### I/O nets highlighted

Scale: 2 px per um.
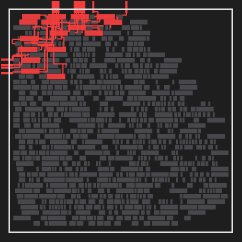
### Placed standard cells

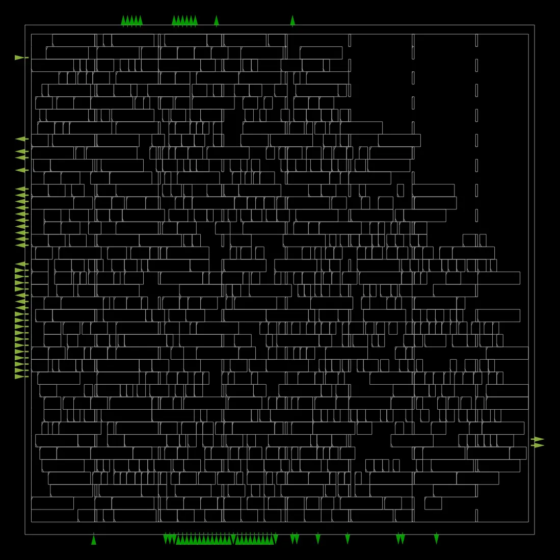
<file path="src/rtl/ritc_phase_scanner_engine_if.sv">
// Command/result bus between the RITC register front-end (master) and the phase-scanner engine (slave).
// The optional RITC_SCANNER_SYNC_EN build does not change this bus.
interface ritc_phase_scanner_engine_if #(
    parameter int NCH   = 3,
    parameter int DLY_W = 5
);
    // Handshake: there is no back-pressure. cmd_wr_i and argument_wr_i are single-cycle strobes
    // that are taken on the rising edge where they are high. result_valid_o, servo_update_o and
    // delay_ld_o are single-cycle strobes. The data that goes with each output strobe is valid in
    // the same cycle and stays held until it is next written.
    logic [7:0]       select_i;
    logic [7:0]       cmd_i;
    logic             cmd_wr_i;
    logic [15:0]      argument_i;
    logic             argument_wr_i;
    logic [NCH-1:0]   sample_i;
    logic [DLY_W-1:0] delay_val_o;
    logic [NCH-1:0]   delay_ld_o;
    logic [15:0]      result_o;
    logic             result_valid_o;
    logic [15:0]      servo_o;
    logic             servo_update_o;
    logic             busy_o;
    logic [1:0]       state_o;

    modport master (
        output select_i, cmd_i, cmd_wr_i, argument_i, argument_wr_i, sample_i,
        input  delay_val_o, delay_ld_o, result_o, result_valid_o, servo_o, servo_update_o,
               busy_o, state_o
    );

    modport slave (
        input  select_i, cmd_i, cmd_wr_i, argument_i, argument_wr_i, sample_i,
        output delay_val_o, delay_ld_o, result_o, result_valid_o, servo_o, servo_update_o,
               busy_o, state_o
    );
endinterface

</file>
<file path="src/rtl/ritc_phase_scanner_engine.sv">
// RITC phase-scanner execution engine: loads delay taps, counts phase samples over a window (one-shot scan or servo).
// Define RITC_SCANNER_SYNC_EN to pass sample_i through a 2-flop synchronizer; the counting window then starts 2 cycles later.
module ritc_phase_scanner_engine #(
    parameter int NCH   = 3,
    parameter int DLY_W = 5
) (
    input  logic                         CLK,
    input  logic                         RST,
    ritc_phase_scanner_engine_if.slave   bus
);
    typedef enum logic [1:0] {
        ST_IDLE  = 2'd0,
        ST_SCAN  = 2'd1,
        ST_SERVO = 2'd2
    } state_t;

    localparam logic [7:0] CMD_NOP         = 8'h00;
    localparam logic [7:0] CMD_SET_DELAY   = 8'h01;
    localparam logic [7:0] CMD_SCAN        = 8'h02;
    localparam logic [7:0] CMD_SERVO_START = 8'h03;
    localparam logic [7:0] CMD_SERVO_STOP  = 8'h04;
    localparam logic [15:0] ERR_CODE       = 16'hDEAD;

    state_t           state_q;
    logic [15:0]      arg_q;
    logic [15:0]      run_arg_q;
    logic [15:0]      win_q;
    logic [16:0]      cnt_q;
    logic [NCH-1:0]   mask_q;
    logic [1:0]       skip_q;
    logic [DLY_W-1:0] delay_val_q;
    logic [NCH-1:0]   delay_ld_q;
    logic [15:0]      result_q;
    logic             result_valid_q;
    logic [15:0]      servo_q;
    logic             servo_update_q;

    logic [NCH-1:0]   sample_src;
    logic [1:0]       skip_init;

`ifdef RITC_SCANNER_SYNC_EN
    logic [NCH-1:0] sync1_q;
    logic [NCH-1:0] sync2_q;

    always_ff @(posedge CLK or posedge RST) begin
        if (RST) begin
            sync1_q <= '0;
            sync2_q <= '0;
        end else begin
            sync1_q <= bus.sample_i;
            sync2_q <= sync1_q;
        end
    end

    assign sample_src = sync2_q;
    assign skip_init  = 2'd2;
`else
    assign sample_src = bus.sample_i;
    assign skip_init  = 2'd0;
`endif

    // A write in the same cycle as a command takes precedence over the stored argument.
    logic [15:0]    arg_eff;
    logic           sel_ok;
    logic [NCH-1:0] sel_mask;
    logic           hit;
    logic [16:0]    cnt_sum;
    logic [15:0]    cnt_sat;
    logic           stop_req;

    assign arg_eff  = bus.argument_wr_i ? bus.argument_i : arg_q;
    assign sel_ok   = (bus.select_i < 8'(NCH));
    assign sel_mask = sel_ok ? (NCH'(1) << bus.select_i) : '0;
    assign hit      = |(sample_src & mask_q);
    assign cnt_sum  = cnt_q + {16'd0, hit};
    assign cnt_sat  = cnt_sum[16] ? 16'hFFFF : cnt_sum[15:0];
    assign stop_req = bus.cmd_wr_i && (bus.cmd_i == CMD_SERVO_STOP);

    always_ff @(posedge CLK or posedge RST) begin
        if (RST) begin
            state_q        <= ST_IDLE;
            arg_q          <= '0;
            run_arg_q      <= '0;
            win_q          <= '0;
            cnt_q          <= '0;
            mask_q         <= '0;
            skip_q         <= '0;
            delay_val_q    <= '0;
            delay_ld_q     <= '0;
            result_q       <= '0;
            result_valid_q <= 1'b0;
            servo_q        <= '0;
            servo_update_q <= 1'b0;
        end else begin
            result_valid_q <= 1'b0;
            servo_update_q <= 1'b0;
            delay_ld_q     <= '0;
            if (bus.argument_wr_i) begin
                arg_q <= bus.argument_i;
            end
            case (state_q)
                ST_IDLE: begin
                    if (bus.cmd_wr_i) begin
                        case (bus.cmd_i)
                            CMD_NOP, CMD_SERVO_STOP: begin
                            end
                            CMD_SET_DELAY: begin
                                result_valid_q <= 1'b1;
                                if (sel_ok) begin
                                    delay_val_q <= arg_eff[DLY_W-1:0];
                                    delay_ld_q  <= sel_mask;
                                    result_q    <= arg_eff;
                                end else begin
                                    result_q    <= ERR_CODE;
                                end
                            end
                            CMD_SCAN: begin
                                if (!sel_ok) begin
                                    result_q       <= ERR_CODE;
                                    result_valid_q <= 1'b1;
                                end else if (arg_eff == 16'd0) begin
                                    result_q       <= 16'd0;
                                    result_valid_q <= 1'b1;
                                end else begin
                                    state_q   <= ST_SCAN;
                                    mask_q    <= sel_mask;
                                    run_arg_q <= arg_eff;
                                    win_q     <= arg_eff;
                                    cnt_q     <= '0;
                                    skip_q    <= skip_init;
                                end
                            end
                            CMD_SERVO_START: begin
                                if (!sel_ok || (arg_eff == 16'd0)) begin
                                    result_q       <= ERR_CODE;
                                    result_valid_q <= 1'b1;
                                end else begin
                                    state_q   <= ST_SERVO;
                                    mask_q    <= sel_mask;
                                    run_arg_q <= arg_eff;
                                    win_q     <= arg_eff;
                                    cnt_q     <= '0;
                                    skip_q    <= skip_init;
                                end
                            end
                            default: begin
                                result_q       <= ERR_CODE;
                                result_valid_q <= 1'b1;
                            end
                        endcase
                    end
                end
                ST_SCAN: begin
                    if (stop_req) begin
                        state_q <= ST_IDLE;
                    end else if (skip_q != 2'd0) begin
                        skip_q <= skip_q - 2'd1;
                    end else if (win_q == 16'd1) begin
                        result_q       <= cnt_sat;
                        result_valid_q <= 1'b1;
                        state_q        <= ST_IDLE;
                    end else begin
                        win_q <= win_q - 16'd1;
                        cnt_q <= cnt_sum;
                    end
                end
                ST_SERVO: begin
                    // Windows run back to back: the reload happens on the same edge as the update.
                    if (stop_req) begin
                        state_q <= ST_IDLE;
                    end else if (skip_q != 2'd0) begin
                        skip_q <= skip_q - 2'd1;
                    end else if (win_q == 16'd1) begin
                        servo_q        <= cnt_sat;
                        servo_update_q <= 1'b1;
                        win_q          <= run_arg_q;
                        cnt_q          <= '0;
                    end else begin
                        win_q <= win_q - 16'd1;
                        cnt_q <= cnt_sum;
                    end
                end
                default: begin
                    state_q <= ST_IDLE;
                end
            endcase
        end
    end

    assign bus.delay_val_o    = delay_val_q;
    assign bus.delay_ld_o     = delay_ld_q;
    assign bus.result_o       = result_q;
    assign bus.result_valid_o = result_valid_q;
    assign bus.servo_o        = servo_q;
    assign bus.servo_update_o = servo_update_q;
    assign bus.busy_o         = (state_q != ST_IDLE);
    assign bus.state_o        = state_q;
endmodule

</file>
<file path="src/flat_wrapper.sv">
// flat-port wrapper written by rule: the top's interface ports become plain ports
module ritc_phase_scanner_engine_flat 
#(
    parameter int NCH   = 3,
    parameter int DLY_W = 5
)
  (CLK, RST, bus_select_i, bus_cmd_i, bus_cmd_wr_i, bus_argument_i, bus_argument_wr_i, bus_sample_i, bus_delay_val_o, bus_delay_ld_o, bus_result_o, bus_result_valid_o, bus_servo_o, bus_servo_update_o, bus_busy_o, bus_state_o);
  ritc_phase_scanner_engine_if #(.NCH(NCH), .DLY_W(DLY_W)) bus_i ();
  input  logic CLK;
  input  logic RST;
  input wire logic [$bits(bus_i.select_i)-1:0] bus_select_i;
  input wire logic [$bits(bus_i.cmd_i)-1:0] bus_cmd_i;
  input wire logic [$bits(bus_i.cmd_wr_i)-1:0] bus_cmd_wr_i;
  input wire logic [$bits(bus_i.argument_i)-1:0] bus_argument_i;
  input wire logic [$bits(bus_i.argument_wr_i)-1:0] bus_argument_wr_i;
  input wire logic [$bits(bus_i.sample_i)-1:0] bus_sample_i;
  output wire logic [$bits(bus_i.delay_val_o)-1:0] bus_delay_val_o;
  output wire logic [$bits(bus_i.delay_ld_o)-1:0] bus_delay_ld_o;
  output wire logic [$bits(bus_i.result_o)-1:0] bus_result_o;
  output wire logic [$bits(bus_i.result_valid_o)-1:0] bus_result_valid_o;
  output wire logic [$bits(bus_i.servo_o)-1:0] bus_servo_o;
  output wire logic [$bits(bus_i.servo_update_o)-1:0] bus_servo_update_o;
  output wire logic [$bits(bus_i.busy_o)-1:0] bus_busy_o;
  output wire logic [$bits(bus_i.state_o)-1:0] bus_state_o;
  assign bus_i.select_i = bus_select_i;
  assign bus_i.cmd_i = bus_cmd_i;
  assign bus_i.cmd_wr_i = bus_cmd_wr_i;
  assign bus_i.argument_i = bus_argument_i;
  assign bus_i.argument_wr_i = bus_argument_wr_i;
  assign bus_i.sample_i = bus_sample_i;
  assign bus_delay_val_o = bus_i.delay_val_o;
  assign bus_delay_ld_o = bus_i.delay_ld_o;
  assign bus_result_o = bus_i.result_o;
  assign bus_result_valid_o = bus_i.result_valid_o;
  assign bus_servo_o = bus_i.servo_o;
  assign bus_servo_update_o = bus_i.servo_update_o;
  assign bus_busy_o = bus_i.busy_o;
  assign bus_state_o = bus_i.state_o;
  ritc_phase_scanner_engine #(.NCH(NCH), .DLY_W(DLY_W)) u_core (.CLK(CLK), .RST(RST), .bus(bus_i));
endmodule
</file>
<file path="config.mk">
export PLATFORM = sky130hd
export DESIGN_NAME = ritc_phase_scanner_engine_flat
export DESIGN_NICKNAME = d
export VERILOG_FILES = /design/src/rtl/ritc_phase_scanner_engine_if.sv /design/src/rtl/ritc_phase_scanner_engine.sv /design/src/flat_wrapper.sv
export SDC_FILE = /design/constraint.sdc
export NUM_CORES = 1
export LEC_CHECK = 0
export CAP_MARGIN = 0
export CORE_UTILIZATION = 50
export CTS_CLUSTER_SIZE = 16
export DETAILED_ROUTE_END_ITERATION = 8
export MAX_ROUTING_LAYER = met4
export PLACE_DENSITY = 0.77
export SLEW_MARGIN = 20
export SYNTH_ARGS = -nofsm -noshare
export SYNTH_HDL_FRONTEND = slang
export SYNTH_SLANG_ARGS = --single-unit
</file>
<file path="constraint.sdc">
create_clock -name CLK -period 3.9 [get_ports CLK]
set_input_delay 0.78 -clock CLK [delete_from_list [all_inputs] [get_ports CLK]]
set_output_delay 0.78 -clock CLK [all_outputs]
set_load 0.05 [all_outputs]
</file>
==> metrics.cfg <==
[synth]
aoi_share_pct = 19.7
syn_area_per_cell_sq_um = 9.26
top_area_share_pct = 48.2
yosys_area_sq_um = 5920
ys_seq_share_pct = 48.2

[worst_setup_path]
cpMostUsedCell = ha_1
r2r_start = u_core.mask_q[0]
crit_buf_inv = 2
cp.depth = 12

[timing]
finalMaxSlewViolations = 0
fin_crit_sh_pct = 88.8
rsz0062_at_grt = no

[routing]
met3_length_mm = 1.17
vias = 5296
vias_per_cell = 5.97

[floorplanning]
core_area_sq_um = 11500
die_width_um = 111
dieArea_sq_um = 12300

[final_layout]
fin_nets = 779
biggestCellCategory = registers
inverters_excl_clock = 31

[status]
status = completed

[power]
pg_seq_mw = 1.46

[clocking]
cts_buffers = 17
postCtsHoldBufs = 0
cts_root_buf = clkbuf_16

[placement]
post_dp_cell_area_sq_um = 6960
port_buffers = 83

[global_route]
top_usage_layer = met2
grt_usage_pct = 29.4

Back to the opening pictures, 'I/O nets highlighted':
| port | colour | direction | edge | end cells | buffers | wire |
|---|---|---|---|---|---|---|
| bus_servo_o | red | output | 12 north, 4 west | 16 | 16 | 504 um |

Back to the opening pictures, 'Placed standard cells':
# Taps: 143
# rows: 39
fin cells: 887
FILL cells: 892

==> cells in the final DEF (no fill, tap or decap), types with 3 or more instances in the layout <==
cell type / n
nand2_1: 82
a21oi_1: 30
ha_1: 9
xor2_1: 6
clkinvlp_4: 4
inv_1: 29
nor4_1: 7
nand2b_1: 9
a221oi_1: 4
o22ai_1: 5
o21ai_1: 7
and2_1: 6
buf_4: 19
mux2i_1: 16
o22a_1: 5
clkinv_4: 5
nor3_1: 16
or3_1: 6
nand4_1: 6
o31ai_2: 4
xnor2_1: 10
a22oi_1: 11
mux2_2: 6
clkbuf_16: 17
nand3_1: 10
and3_1: 4
mux2_1: 10
nor2_1: 60
o21ai_0: 80
o31ai_1: 12
clkdlybuf4s50_1: 83
a31oi_1: 4
or4_1: 3
dfrtp_1: 114
